File: src/rtl/somador_pkg.sv
// Shared definitions for the bit-serial adder: FSM state encoding and default width.
package somador_pkg;

  typedef enum logic [1:0] {
    IDLE = 2'd0,
    SOMA = 2'd1,
    DONE = 2'd2
  } state_t;

  localparam int WIDTH_PADRAO = 8;

endpackage

File: src/rtl/somador_completo.sv
// Combinational full adder built from two half adders plus an OR of their carries.
module somador_completo (
  output logic S,
  output logic Cout,
  input  logic A,
  input  logic B,
  input  logic Cin
);

  logic s_parcial;
  logic c_primeiro;
  logic c_segundo;

  somador_meio meio_ab (
    .S (s_parcial),
    .C (c_primeiro),
    .A (A),
    .B (B)
  );

  somador_meio meio_cin (
    .S (S),
    .C (c_segundo),
    .A (s_parcial),
    .B (Cin)
  );

  assign Cout = c_primeiro | c_segundo;

endmodule

File: src/rtl/somador_meio.sv
// Half adder: the basic cell the full adder is composed from.
module somador_meio (
  output logic S,
  output logic C,
  input  logic A,
  input  logic B
);

  assign S = A ^ B;
  assign C = A & B;

endmodule

File: src/rtl/somador_serial.sv
// Bit-serial adder: operands accepted by valid/ready, added LSB-first one bit per
// clock on a single full adder, result held on a valid/ready output port.
module somador_serial
  import somador_pkg::*;
#(
  parameter int WIDTH = WIDTH_PADRAO
) (
  input  logic             clk,
  input  logic             rst,
  input  logic             in_valid,
  output logic             in_ready,
  input  logic [WIDTH-1:0] a,
  input  logic [WIDTH-1:0] b,
  output logic             out_valid,
  input  logic             out_ready,
  output logic [WIDTH-1:0] sum,
  output logic             cout
);

  localparam int CW = $clog2(WIDTH + 1);

  state_t           state;
  logic [WIDTH-1:0] a_reg;
  logic [WIDTH-1:0] b_reg;
  logic             carry;
  logic [CW-1:0]    count;

  logic             bit_soma;
  logic             carry_next;
  logic [WIDTH-1:0] a_shift;

  somador_completo celula (
    .S    (bit_soma),
    .Cout (carry_next),
    .A    (a_reg[0]),
    .B    (b_reg[0]),
    .Cin  (carry)
  );

  // a_reg doubles as the sum register: sum bits enter at the top while the
  // still-unread operand bits move down toward bit 0.
  always_comb begin
    a_shift            = a_reg >> 1;
    a_shift[WIDTH-1]   = bit_soma;
  end

  always_ff @(posedge clk or posedge rst) begin
    if (rst) begin
      state <= IDLE;
      a_reg <= '0;
      b_reg <= '0;
      carry <= 1'b0;
      count <= '0;
    end else begin
      case (state)
        IDLE: begin
          if (in_valid) begin
            a_reg <= a;
            b_reg <= b;
            carry <= 1'b0;
            count <= '0;
            state <= SOMA;
          end
        end
        SOMA: begin
          carry <= carry_next;
          a_reg <= a_shift;
          b_reg <= b_reg >> 1;
          count <= count + CW'(1);
          if (count == CW'(WIDTH - 1)) begin
            state <= DONE;
          end
        end
        DONE: begin
          if (out_ready) begin
            state <= IDLE;
          end
        end
        default: state <= IDLE;
      endcase
    end
  end

  assign in_ready  = (state == IDLE);
  assign out_valid = (state == DONE);
  assign sum       = a_reg;
  assign cout      = carry;

endmodule

File: config.mk
export PLATFORM = sky130hd
export DESIGN_NAME = somador_serial
export DESIGN_NICKNAME = d
export VERILOG_FILES = /design/src/rtl/somador_pkg.sv /design/src/rtl/somador_completo.sv /design/src/rtl/somador_meio.sv /design/src/rtl/somador_serial.sv
export SDC_FILE = /design/constraint.sdc
export NUM_CORES = 1
export LEC_CHECK = 0
export CORE_MARGIN = 10
export CORE_UTILIZATION = 39
export DETAILED_ROUTE_END_ITERATION = 7
export PLACE_DENSITY_LB_ADDON = 0.08
export SLEW_MARGIN = 10
export SYNTH_ARGS = -nofsm -noshare
export SYNTH_HDL_FRONTEND = slang
export SYNTH_SLANG_ARGS = --single-unit
File: constraint.sdc
create_clock -name clk -period 1.5 [get_ports clk]
set_clock_uncertainty 0.1 [all_clocks]
set_input_delay 0.375 -clock clk [delete_from_list [all_inputs] [get_ports clk]]
set_output_delay 0.375 -clock clk [all_outputs]
set_load 0.005 [all_outputs]
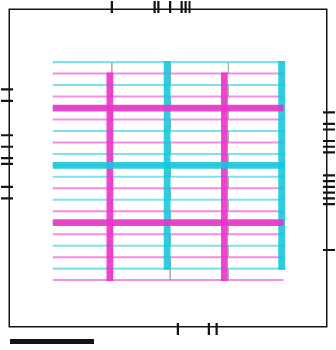
*Power grid, run 1*
Bar = 20 µm. Pins as bars on the die edge. Tap cells in gray.
VDD -> cyan
VSS -> magenta
rows = 19
met4 straps = 4
met1 rails = 20
signal pins = 31
met5 straps = 3

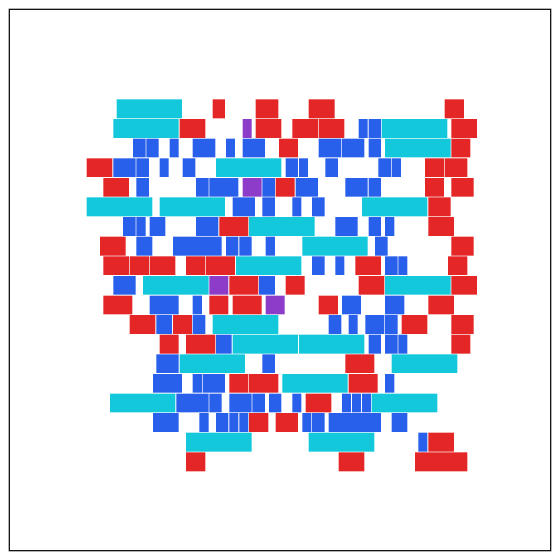
*Placed cells, one color a class, run 1*
remaining buffers and delay cells -> red  # cells 57, share of their area 32%
clock drivers and dummy loads -> purple  # cells 4, share of their area 1.6%
sequential cells -> cyan  # cells 23, share of their area 34%
combinational and other logic -> blue  # cells 89, share of their area 32%

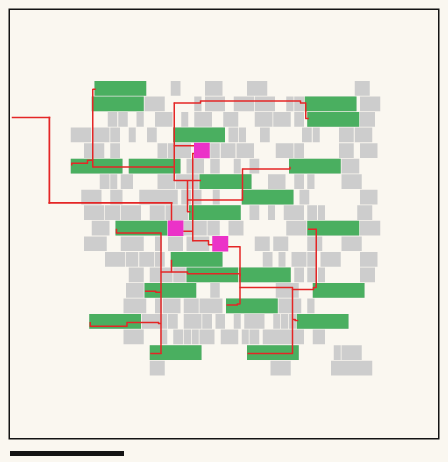
*Clock distribution, run 1*
Bar = 20 µm.
flip-flops -> green  # count 23
clock wires -> red  # length 308 µm
clock drivers -> magenta  # count 3
routed clock nets = 4
power of the clock network: 292 µW
clock latency on the worst-skew pair: 0.31 ns
clock power share: 0.104

==> impl_report.txt, run 1 <==
IMPLEMENTATION SUMMARY REPORT
----------------------------------------------------
[Worst setup path]
  Cell with the largest stage delay on the worst path ........................ sky130_fd_sc_hd__dfrtp_1
  CP Max Fanout ........................ 3
  Worst reg-to-reg setup slack ........................ roughly 0.030 ns
  Arrival time worst endpoint ........................ roughly 1.1 ns
  Critical path's largest stage delay ........................ between 0.4 and 0.5 ns
  WP buf/inv ........................ 2
  Critical path start-end classification ........................ flop to output port

[Timing]
  Setup slack after layout ........................ -0.04034 ns
  Worst-case headroom to the max-slew limit ........................ 0.8237
  RSZ-0062 raised after global routing ........................ true
  Min Clock Period, post-route ........................ about 1.5 ns
  Finish-stage setup viols ........................ 2
  Actual transition at the worst max-transition pin ........................ roughly 0.26 ns

[Yosys]
  Summed standard-cell area reported by yosys ........................ 1176 µm²
  # Cells Yosys ........................ about 120
  Area of the mapped netlist ........................ roughly 1200 µm²
  Post-synthesis cell count ........................ roughly 120
  Post-synthesis cell type with the largest instance count ........................ sky130_fd_sc_hd__dfrtp_1
  Count of warnings emitted by yosys ........................ 0
  Dominant cell type by area after synthesis ........................ sky130_fd_sc_hd__dfrtp_1
  Syn avg cell area ........................ slightly below 10 µm²
  Post-Synth AOI/OAI Area ........................ 0.1894
  Share of cell area taken by muxes after synthesis ........................ 0.009574

[Cells and area]
  Proportion of cell area occupied by multi-input gates ........................ 0.3044
  Dominant logic cell type in the layout ........................ sky130_fd_sc_hd__dfrtp_1
  Layout cell share with drive strength beyond 1 ........................ 0.2197
  Highest-count cells in the layout ignoring fill and taps ........................ sky130_fd_sc_hd__dfrtp_1 (23), sky130_fd_sc_hd__nand2_1 (20), sky130_fd_sc_hd__clkdlybuf4s50_1 (19)
  Number of sequential storage elements ........................ 23
  Non-clock buffers, area share ........................ 0.3109
  Final net count ........................ about 200
  Total area of sequential cells ........................ about 580 µm²
  Non-filler cells in the finished layout ........................ roughly 200
  Non-clock buffer total of the final layout ........................ 57
  Largest area class, layout ........................ flip-flops and latches
  Clock buffer instance count of the final layout ........................ 4
  Multi-input combinational cell area ........................ roughly 520 µm²

[Routing]
  Iteration-0 DRC Markers ........................ ~74
  Final wirelength ........................ between 2000 and 3000 µm
  Per-cell via count in the routed design ........................ 5.123
  Drt pass-1 iters ........................ 4
  Post-Route M1 WL ........................ about 1400 µm
  Wirelength per Cell ........................ 14.69 µm

[Power]
  Comb power ........................ 1490 µW
  Maximum vdd drop ........................ slightly below 0.0007 V
  Total power ........................ roughly 2800 µW
  Flop+latch power ........................ around 1000 µW

[Job]
  Tally of OpenROAD warnings ........................ 28
  Max capacitance violation total ........................ 0

[GRT]
  Global router's overall resource usage ........................ 0.1057
  GRT Residual Overflow ........................ 0

[CTS]
  Maximum buffer depth of the clock tree ........................ 2
  CTS tree ........................ done
  Number of levels in the clock H-tree ........................ 1
  Clock buffer count from CTS ........................ 3
  Post CTS Setup Buffer Count ........................ 12
  Number of gates resized after cts ........................ 19

[Status]
  Failing checks ........................ setup timing
  Result of the run ........................ finished, violations left

[Placement]
  Pre-CTS setup slack ........................ -0.1656 ns

[Floorplanning]
  DIE WIDTH ........................ 74.92 µm

----------------------------------------------------
### Metal layers overlaid, run 1

Bar = 20 µm. Only two layers are drawn.
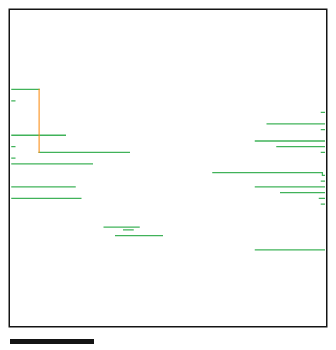

--- run 2 (diff from run 1) ---
CAP_MARGIN = 20   (was default)
CTS_BUF_LIST = sky130_fd_sc_hd__clkbuf_16   (was default)
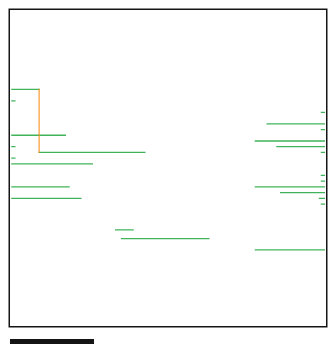
*Metal layers overlaid, run 2*
Bar = 20 µm. Only two layers are drawn.
metal 4 -> orange  # wire length 15.0 µm
metal 3 -> green  # wire length 210 µm
global router's overall resource usage: 0.1049
vias: 1023
final wirelength: 2885 µm
Wirelength per Cell: 14.64 µm

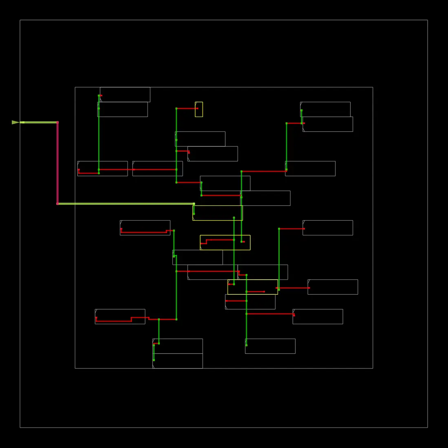
*The clock network, run 2*
Sinks on Clock Net: 23
clock latency on the worst-skew pair: 0.25 ns
clock buffer count from CTS: 3
number of sequential storage elements: 23

==> run 2 against run 1 <==
The flow now finishes without violations. Global-route usage fell by 0.076 points. First-iteration DRC count rose by 12%. Register-to-register slack improved by 0.04 ns. Cell count fell by 3.4%. Clock power rose by 93%. Die size did not move. Total power rose by 2.7%. Cell area fell by 2.6%. Critical endpoint unchanged. Largest cell class unchanged.
==> impl_report.txt, run 2 <==
IMPLEMENTATION SUMMARY REPORT
----------------------------------------------------
[Status]
  Result of the run ........................ finished clean

[Worst setup path]
  Cell Chain, Critical Path ........................ buf_6 > nor2_2 > buf_2
  Worst reg-to-reg setup slack ........................ 0.07 ns
  Cell with the largest stage delay on the worst path ........................ sky130_fd_sc_hd__dfrtp_1
  Kind of end point of the critical path ........................ output port
  WP buf/inv ........................ 2
  Data required time at the worst endpoint ........................ roughly 1 ns
  CP Max Fanout ........................ 3
  Cell depth of the worst setup path ........................ 3
  Critical path endpoint ........................ in_ready
  Arrival time worst endpoint ........................ between 0.9 and 1 ns
  Critical path start-end classification ........................ flop to output port
  Worst setup startpoint ........................ state[0]
  Worst R2R End ........................ count[2]
  Worst Reg2Reg Path Length in Cells ........................ 5
  Worst Setup Start Kind ........................ flop
  Family with the most delay on the worst path ........................ flip-flops
  Critical path's largest stage delay ........................ 0.41 ns
  Launching point of the worst reg2reg path ........................ state[1]

[Cells and area]
  Non-filler cells in the finished layout ........................ 197
  Layout cell share with drive strength beyond 1 ........................ 0.1747
  Area Overhead vs Synth ........................ 41.91%
  Clock network share of area ........................ 0.04723
  Multi-input combinational cell count ........................ ~84
  Final standard cell area without fillers ........................ around 1700 µm²
  Proportion of cell area occupied by multi-input gates ........................ 0.3051
  Diodes inserted ........................ 0
  Share of cell area taken by flip-flops and latches ........................ 0.3448
  # fillers ........................ approximately 260
  Multi-input combinational cell area ........................ 509.2 µm²
  Clock buffer instance count of the final layout ........................ 3
  Inverters ........................ 5
  Non-clock buffer total of the final layout ........................ roughly 50
  Final net count ........................ approximately 190
  Dominant logic cell type in the layout ........................ sky130_fd_sc_hd__dfrtp_1
  Highest-count cells in the layout ignoring fill and taps ........................ sky130_fd_sc_hd__dfrtp_1 (23), sky130_fd_sc_hd__nand2_1 (20), sky130_fd_sc_hd__clkdlybuf4s50_1 (18), sky130_fd_sc_hd__buf_4 (18), sky130_fd_sc_hd__o21ai_1 (13)
  Non-clock buffers, area share ........................ 0.2684
  Core utilization of the finished layout ........................ 0.5900
  Largest area class, layout ........................ flip-flops and latches
  Total area of sequential cells ........................ 575.6 µm²

[Yosys]
  Async set-or-reset flop fraction in the synthesized netlist ........................ 1.000
  Count of state elements after synthesis ........................ 23
  Syn avg cell area ........................ 9.640 µm²
  Post-synthesis cell count ........................ 122
  Basic Gates by Area ........................ 0.1979
  Summed standard-cell area reported by yosys ........................ 1176 µm²
  Dominant cell type by area after synthesis ........................ sky130_fd_sc_hd__dfrtp_1
  Top cell area share ........................ 0.4894
  Count of warnings emitted by yosys ........................ 0
  # Cells Yosys ........................ about 120
  Flip-flops with a built-in enable ........................ 0
  Post-Synth AOI/OAI Area ........................ 0.1894
  Top cells, area ........................ sky130_fd_sc_hd__dfrtp_1 (49%), sky130_fd_sc_hd__and3b_1 (8.2%), sky130_fd_sc_hd__nand2_1 (6.4%)
  Share of cell area taken by muxes after synthesis ........................ 0.009574
  Post-synth top flop ........................ sky130_fd_sc_hd__dfrtp_1
  Fraction of the yosys area taken by sequential cells ........................ 0.4894
  Nets in the synthesized netlist ........................ around 140
  Dominant kind of combinational cell ........................ simple AND/OR/NAND/NOR gates
  Count of cell types in the netlist ........................ 25
  FA/HA/MAJ Cells, Area Fraction ........................ 0.02766
  Area of the mapped netlist ........................ about 1200 µm²
  Post-synthesis cell type with the largest instance count ........................ sky130_fd_sc_hd__dfrtp_1
  Share of the synthesized netlist area taken by xor and xnor gates ........................ 0
  Most common library cells after synthesis ........................ sky130_fd_sc_hd__dfrtp_1 (23), sky130_fd_sc_hd__nand2_1 (20), sky130_fd_sc_hd__a21oi_1 (12), sky130_fd_sc_hd__o21ai_1 (12), sky130_fd_sc_hd__and3b_1 (11)

[CTS]
  Post CTS Setup Buffer Count ........................ 8
  Number of levels in the clock H-tree ........................ 1
  CTS tree ........................ done
  Maximum buffer depth of the clock tree ........................ 2
  Buffer type at the clock tree root ........................ sky130_fd_sc_hd__clkbuf_16
  Number of gates resized after cts ........................ 16
  Number of hold buffers added after CTS ........................ 0
  Clock transition at path regs ........................ about 0.06 ns

[Timing]
  Actual transition at the worst max-transition pin ........................ ~0.26 ns
  Total Negative Setup Slacks ........................ 0 ns
  RSZ-0062 raised after global routing ........................ true
  Setup slack after layout ........................ around 0.032 ns
  Worst-case headroom to the max-slew limit ........................ 0.8221
  Worst hold slack after final layout ........................ 0.3477 ns
  Highest clock rate ........................ between 600 and 700 MHz
  Period utilization ........................ 0.9788
  Count of final hold-check violations ........................ 0
  Finish-stage setup viols ........................ 0
  Min Clock Period, post-route ........................ roughly 1.5 ns
  Final tally of max-slew violations ........................ 0

[Power]
  Maximum vdd drop ........................ 0.0006791 V
  Power of the clock network ........................ between 500 and 600 µW
  Switching pwr ........................ between 900 and 1000 µW
  Clock power share ........................ 0.194
  Largest power group ........................ combinational cells
  Power density over the cells ........................ approximately 1700 nW/µm²
  Net Sw Frac ........................ 0.3287
  Share of total power in sequential cells ........................ 0.365
  Leakage power ........................ between 0.0008 and 0.0009 µW
  Share of total power in combinational logic ........................ 0.441
  Comb power ........................ 1280 µW
  Flop+latch power ........................ around 1100 µW
  Cell internal pwr ........................ between 1500 and 2000 µW
  Total power ........................ between 2000 and 3000 µW

[Routing]
  Routed length on met3 ........................ between 200 and 250 µm
  Post-Route M1 WL ........................ between 1000 and 1500 µm
  Per-cell via count in the routed design ........................ roughly 5.2
  Met2 wire len ........................ 1322 µm
  Iteration-0 DRC Markers ........................ between 80 and 90
  Final antenna-violating net count ........................ 0
  Number of remaining DRC errors ........................ 0
  Drt pass-1 iters ........................ 4
  Uppermost signal routing layer after detailed routing ........................ met4

[GRT]
  GRT Residual Overflow ........................ 0
  M2 GR Usage ........................ 0.1657
  Grt met3 use ........................ 0.03417
  Grt met1 use ........................ 0.1330
  Wire length of the first global-routing pass ........................ around 4600 µm
  Layer with the highest usage ........................ met2
  Pin count of the biggest net entering global routing ........................ 25
  Via count of the first global-routing pass ........................ 993
  Initial antenna violation count ........................ 0

[Floorplanning]
  Area of the die ........................ 5612 µm²
  DIE WIDTH ........................ about 75 µm
  Starting density of the core ........................ 0.4157
  Number of top-level design ports ........................ 31
  Tap cell count ........................ 31
  Row Count ........................ 19
  Core region area ........................ 2829 µm²
  Die height ........................ around 75 µm

[Placement]
  Number of port buffers ........................ 30
  Pre-CTS setup slack ........................ -0.1656 ns
  Number of cells in the design after placement ........................ approximately 180
  Post-place instance area ........................ around 1500 µm²
  Detailed placer's ending HPWL ........................ ~2000 µm
  Final RePlAce weighted congestion ........................ ~0.78

[Job]
  Max capacitance violation total ........................ 0
  Tally of OpenROAD warnings ........................ 28

[Hold path]
  Worst min path class ........................ input port to asynchronous set/reset pin

----------------------------------------------------
Power and IR drop assume default switching activity.
